<file path="src/rtl/motor_pkg.sv">
// motor_pkg
//   Shared definitions for the motor position controller: FSM state
//   encodings and step-direction codes driven onto stepDir.
package motor_pkg;

    typedef enum logic [1:0] {
        ST_IDLE  = 2'd0,
        ST_STEP  = 2'd1,
        ST_WAIT  = 2'd2,
        ST_FAULT = 2'd3
    } motor_state_t;

    localparam logic DIR_CW  = 1'b1;
    localparam logic DIR_CCW = 1'b0;

endpackage

</file>
<file path="src/rtl/motor_step_timer.sv">
// motor_step_timer
//   Down-counter that sets the spacing between step pulses. A load presets
//   the count to STEP_INTERVAL-2, which together with the STEP cycle and the
//   cycle that spends the terminal count gives exactly STEP_INTERVAL cycles
//   from one step pulse to the next.
// Ports
//   clk     in  clock, rising edge
//   reset   in  synchronous, active-high; clears the count
//   load    in  preset the count to STEP_INTERVAL-2
//   enable  in  count down by one per cycle while non-zero
//   done    out count has reached zero (terminal count)
module motor_step_timer #(
    parameter int STEP_INTERVAL = 4
) (
    input  logic clk,
    input  logic reset,
    input  logic load,
    input  logic enable,
    output logic done
);

    localparam int CNT_W = $clog2(STEP_INTERVAL);
    localparam logic [CNT_W-1:0] LOAD_VAL = CNT_W'(STEP_INTERVAL - 2);
    localparam logic [CNT_W-1:0] CNT_ONE  = CNT_W'(1);

    logic [CNT_W-1:0] cnt_q;

    always_ff @(posedge clk) begin
        if (reset) begin
            cnt_q <= '0;
        end else if (load) begin
            cnt_q <= LOAD_VAL;
        end else if (enable && (cnt_q != '0)) begin
            cnt_q <= cnt_q - CNT_ONE;
        end
    end

    assign done = (cnt_q == '0);

endmodule

</file>
<file path="src/rtl/motor_position_ctrl.sv">
// motor_position_ctrl
//   Holds a desired position on a ring of 2**POS_WIDTH angles and steps a
//   step/dir motor toward it along the shortest path, one pulse at most every
//   STEP_INTERVAL cycles. A stall fault is raised after STALL_LIMIT
//   consecutive steps that leave physicalPos unchanged.
// Ports
//   clk          in   clock, rising edge
//   reset        in   synchronous, active-high
//   moveCW       in   desiredPos + 1 (mod N)
//   moveCCW      in   desiredPos - 1 (mod N); with moveCW together = hold
//   load         in   desiredPos <= loadPos (wins over moves); leaves FAULT
//   loadPos      in   target for load
//   physicalPos  in   measured motor position
//   desiredPos   out  registered target
//   posError     out  desiredPos - physicalPos, two's complement
//   stepPulse    out  one-cycle step request
//   stepDir      out  1 = CW, 0 = CCW, qualified by stepPulse
//   atTarget     out  idle with zero error
//   fault        out  stall detected
//
// State | meaning
// ------+--------------------------------------------------------------
// IDLE  | on target or waiting for an error to appear
// STEP  | pulse cycle; direction latched from error sign, position sampled
// WAIT  | step interval timing; stall check at terminal count
// FAULT | motor not following; only load leaves
module motor_position_ctrl
    import motor_pkg::*;
#(
    parameter int POS_WIDTH     = 3,
    parameter int STEP_INTERVAL = 4,
    parameter int STALL_LIMIT   = 3
) (
    input  logic                 clk,
    input  logic                 reset,
    input  logic                 moveCW,
    input  logic                 moveCCW,
    input  logic                 load,
    input  logic [POS_WIDTH-1:0] loadPos,
    input  logic [POS_WIDTH-1:0] physicalPos,
    output logic [POS_WIDTH-1:0] desiredPos,
    output logic [POS_WIDTH-1:0] posError,
    output logic                 stepPulse,
    output logic                 stepDir,
    output logic                 atTarget,
    output logic                 fault
);

    localparam int STALL_W = $clog2(STALL_LIMIT + 1);
    localparam logic [POS_WIDTH-1:0] POS_ONE   = POS_WIDTH'(1);
    localparam logic [STALL_W-1:0]   STALL_ONE = STALL_W'(1);
    localparam logic [STALL_W-1:0]   STALL_MAX = STALL_W'(STALL_LIMIT);

    motor_state_t         state_q, state_d;
    logic [POS_WIDTH-1:0] desired_q;
    logic [POS_WIDTH-1:0] last_pos_q;
    logic [STALL_W-1:0]   stall_q, stall_d;
    logic                 err_zero, err_neg;
    logic                 timer_load, timer_en, timer_done;

    // Target register. Commands are honoured in every state.
    always_ff @(posedge clk) begin
        if (reset) begin
            desired_q <= physicalPos;
        end else if (load) begin
            desired_q <= loadPos;
        end else if (moveCW ^ moveCCW) begin
            desired_q <= moveCW ? (desired_q + POS_ONE) : (desired_q - POS_ONE);
        end
    end

    // Modular difference read as signed: the MSB selects the shorter way
    // round, and the half-ring case (-N/2) falls to CCW.
    assign posError = desired_q - physicalPos;
    assign err_zero = (posError == '0);
    assign err_neg  = posError[POS_WIDTH-1];

    motor_step_timer #(
        .STEP_INTERVAL(STEP_INTERVAL)
    ) u_step_timer (
        .clk    (clk),
        .reset  (reset),
        .load   (timer_load),
        .enable (timer_en),
        .done   (timer_done)
    );

    always_ff @(posedge clk) begin
        if (reset) begin
            state_q    <= ST_IDLE;
            stall_q    <= '0;
            last_pos_q <= '0;
        end else begin
            state_q <= state_d;
            stall_q <= stall_d;
            if (state_q == ST_STEP) begin
                last_pos_q <= physicalPos;
            end
        end
    end

    always_comb begin
        state_d    = state_q;
        stall_d    = stall_q;
        timer_load = 1'b0;
        timer_en   = 1'b0;
        case (state_q)
            ST_IDLE: begin
                if (!err_zero) begin
                    state_d = ST_STEP;
                end
            end
            ST_STEP: begin
                timer_load = 1'b1;
                state_d    = ST_WAIT;
            end
            ST_WAIT: begin
                timer_en = 1'b1;
                if (timer_done) begin
                    stall_d = (physicalPos == last_pos_q) ? (stall_q + STALL_ONE) : '0;
                    if (stall_d == STALL_MAX) begin
                        state_d = ST_FAULT;
                    end else if (err_zero) begin
                        state_d = ST_IDLE;
                    end else begin
                        state_d = ST_STEP;
                    end
                end
            end
            ST_FAULT: begin
                if (load) begin
                    state_d = ST_IDLE;
                    stall_d = '0;
                end
            end
            default: begin
                state_d = ST_IDLE;
            end
        endcase
    end

    assign desiredPos = desired_q;
    assign stepPulse  = (state_q == ST_STEP);
    // A pulse already committed while the error went to zero is sent as CCW.
    assign stepDir    = (stepPulse && !err_neg && !err_zero) ? DIR_CW : DIR_CCW;
    assign atTarget   = (state_q == ST_IDLE) && err_zero;
    assign fault      = (state_q == ST_FAULT);

endmodule
</file>
<file path="config.mk">
export PLATFORM = sky130hd
export DESIGN_NAME = motor_position_ctrl
export DESIGN_NICKNAME = d
export VERILOG_FILES = /design/src/rtl/motor_pkg.sv /design/src/rtl/motor_step_timer.sv /design/src/rtl/motor_position_ctrl.sv
export SDC_FILE = /design/constraint.sdc
export NUM_CORES = 1
export LEC_CHECK = 0
export CAP_MARGIN = 10
export CORE_AREA = 2 2 45 47
export DETAILED_ROUTE_END_ITERATION = 6
export DIE_AREA = 0 0 47 49
export GPL_ROUTABILITY_DRIVEN = 0
export PLACE_DENSITY_LB_ADDON = 0.2
export SYNTH_ARGS = -nofsm -noshare
export SYNTH_HDL_FRONTEND = slang
export SYNTH_SLANG_ARGS = --single-unit
</file>
<file path="constraint.sdc">
create_clock -name clk -period 2.3 [get_ports clk]
set_input_delay 0.23 -clock clk [delete_from_list [all_inputs] [get_ports clk]]
set_output_delay 0.23 -clock clk [all_outputs]
set_load 0.02 [all_outputs]
</file>
Fig. 1: clock wires, drivers and flops
Scale bar: 10 µm.
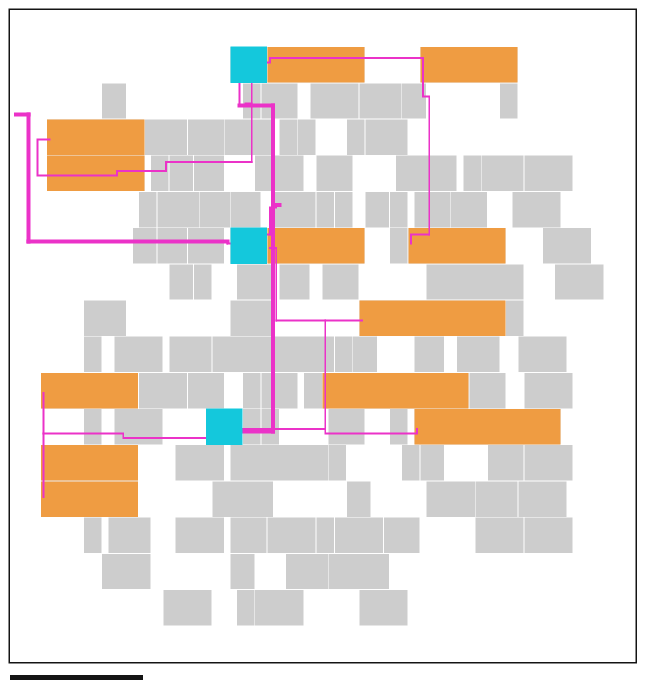
orange -> flip-flops  # count 12
cyan -> cells driving clock nets  # count 3
magenta -> clock wires  # length 179 µm
routed clock nets = 4

Fig. 2: cells colored by class
Fill, decap, tap and diode cells in gray.
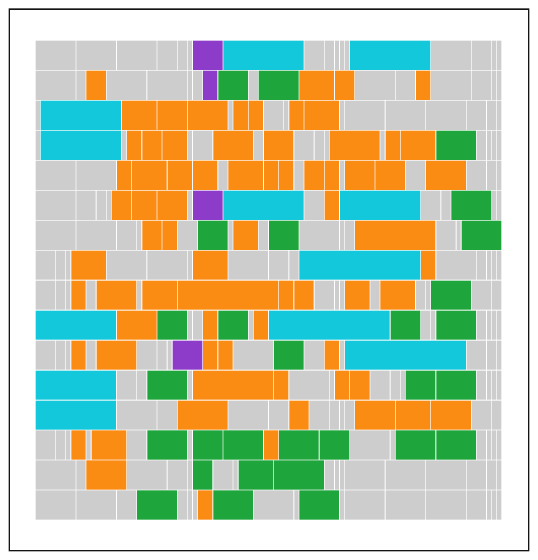
orange -> all other logic  # cells 72, share of their area 47%
green -> other buffers and delay cells  # cells 29, share of their area 25%
cyan -> flip-flops  # cells 12, share of their area 25%
purple -> clock drivers and dummy loads  # cells 4, share of their area 2.5%
# rows: 16
design area: 1090 µm²
post-layout util: 0.594
Seq/total area: 0.247
core area: 1840 µm²

Fig. 3: cell placement
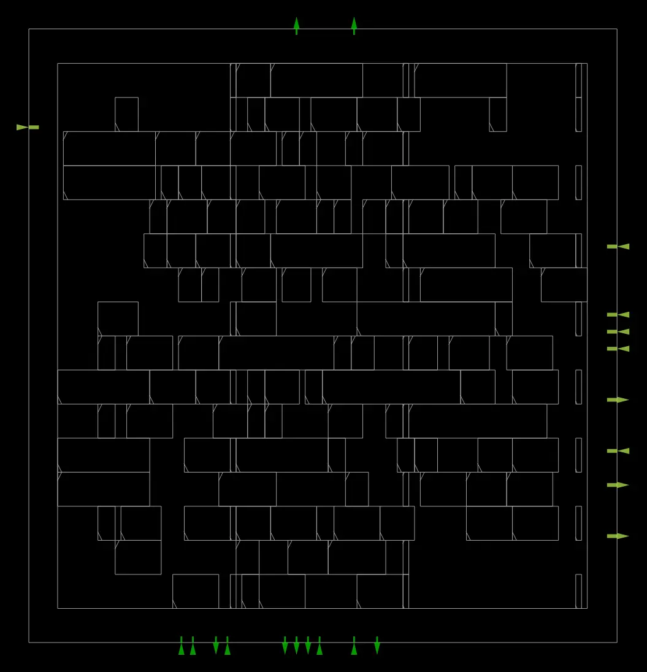
fill count: 171
Final Instance Count excl. Fillers: 144
flop count: 12

Fig. 4: I/O pins on the die edge
Pins as bars across the die edge, other pins in gray.
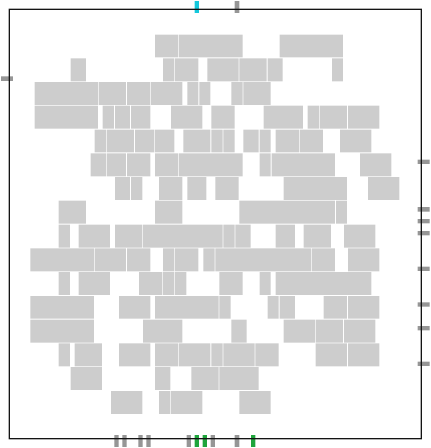
green -> posError  # pins 3, direction output, edge bottom
cyan -> atTarget  # pins 1, direction output, edge top
all pins by edge = 10 bottom, 8 right, 2 top, 1 left
die height: 49 µm
PortBufs: 20
DIE WIDTH: 47 µm

==> out/metrics.csv <==
stage;metric;value;unit
outcome;outcome;finished, final reports clean;
yosys;synth_cells;89;
clock_tree;cts_tree;done;
route;via_per_inst;4.96;
sta;whs;0.471;ns
yosys;synth-main-ff-cell;dfxtp_1;
clock_tree;clkTransAtPathRegs;0.08;ns
grt;gr-total-overflow;0;
yosys;top_area_cell;dfxtp_1;
route;top_layer;met4;
sta;skew;0.00236;ns
worst_setup_path;cp.buffers_inverters;2;
power_and_ir_drop;p_leak;0.497;nW
finish;clkCellAreaFrac;0.0240;
sta;worst_pin_slew;0.384;ns
clock_tree;cts_buffer_depth;2;
worst_setup_path;worstPathRequired;2.07;ns
power_and_ir_drop;p_switching;0.266;mW
power_and_ir_drop;pwr-share-seq;0.355;
worst_setup_path;critPathSlowestCell;fa_1;
clock_tree;cts_resized;8;
worst_setup_path;r2r_end;state_q[0];
placed_design;preCtsSetupSlack;-0.396;ns
clock_tree;cts_root_buffer;clkbuf_4;
finish;fin_nets;133;
yosys;synth.distinct_cells;31;
finish;largest_class;multi-input combinational cells;
floorplanning;taps;27;
grt;grt_pass1_wl;2810;µm
route;routed_wl;1660;µm
yosys;syn_area;786;µm²
floorplanning;initial_core_util;0.427;
finish;logic_gates;63;
worst_setup_path;cp_max_fo;2;
yosys;xor_share;0.0987;
yosys;mappedNetlistNets;104;
grt;grt_use_total;0.170;
clock_tree;numCtsBuffers;3;
placed_design;place_inst;140;
placed_design;dp_hpwl;1340;µm
finish;comb_share;0.429;
yosys;ys_chip_area;786;µm²
worst_setup_path;endpoint_kind;output port;
clock_tree;cts_setup_buffers;0;
floorplanning;chip_area;2300;µm²
worst_setup_path;cpLargestDelayFamily;adder cells;
min_path;hp-start;stall_q[1];
power_and_ir_drop;combPwrFrac;0.460;
worst_setup_path;critical_path_class;flop to output port;
sta;hold_violations;0;
finish;area_growth;39.3;%
finish;buffers_excl_clock;29;
job;tool_warnings;27;
route;wl_met3;61;µm
route;ant_nets;0;
power_and_ir_drop;powerDensity;682;nW/µm²
yosys;simple_gate_area_frac;0.177;
route;wl_per_cell;11.6;µm
power_and_ir_drop;clock_power_share;0.184;
yosys;adder_share;0.0828;
yosys;yosys.area_share.aoi;0.153;
yosys;synth_seq_share;0.344;
worst_setup_path;worstReg2RegStart;desiredPos[0];
placed_design;dpl_cell_area;1070;µm²
sta;fmax;444;MHz
yosys;synth.avg_cell_area;8.83;µm²
finish;diodes;0;
yosys;common_cells;dfxtp_1, inv_1, nor2_1;
worst_setup_path;crit_start;desiredPos[0];
yosys;ys.flops;12;
sta;setup_violations;0;
finish;mostFrequentLayoutCells;clkdlybuf4s50_1, buf_4, inv_1, nor2_1, dfxtp_1;
yosys;synthTopLogicFamily;simple AND/OR/NAND/NOR gates;
yosys;async_reset_ff_frac;0;
sta;slew_violations;0;
yosys;yosysWarnings;0;
sta;setup_slack;0.0466;ns
route;drtIter0Drc;11;
job;max-cap-violations;0;
yosys;edf_count;3;
worst_setup_path;cp.arrival;2.02;ns
worst_setup_path;path_depth;7;
yosys;topCellsByArea;dfxtp_1, edfxtp_1, mux2i_1, xor2_1, fa_1;
min_path;min_path_cells;2;
min_path;hold_class;flop to flop;
==> per-layer routing <==
layer | track usage | up-vias
met5 | 0 | -
met4 | 0.0694 | 0
met3 | 0.0222 | 5
met2 | 0.274 | 14
met1 | 0.221 | 333
li1 | - | 362
==> power groups by stage <==
stage / registers (mW) / logic [mW] / clock network, mW
after floorplan: 0.273 / 0.204 / 0
after global placement: 0.269 / 0.347 / 0
after detailed placement: 0.270 / 0.354 / 0
after CTS: 0.265 / 0.347 / 0.140
after global routing: 0.269 / 0.382 / 0.143
final: 0.265 / 0.344 / 0.138
==> flip-flops by register name, summed over array words and instances, names as in the netlist <==
register / count
desiredPos: 3
u_step_timer.cnt_q: 2
last_pos_q: 3
stall_q: 2
state_q: 2
Power and IR drop assume default switching activity.
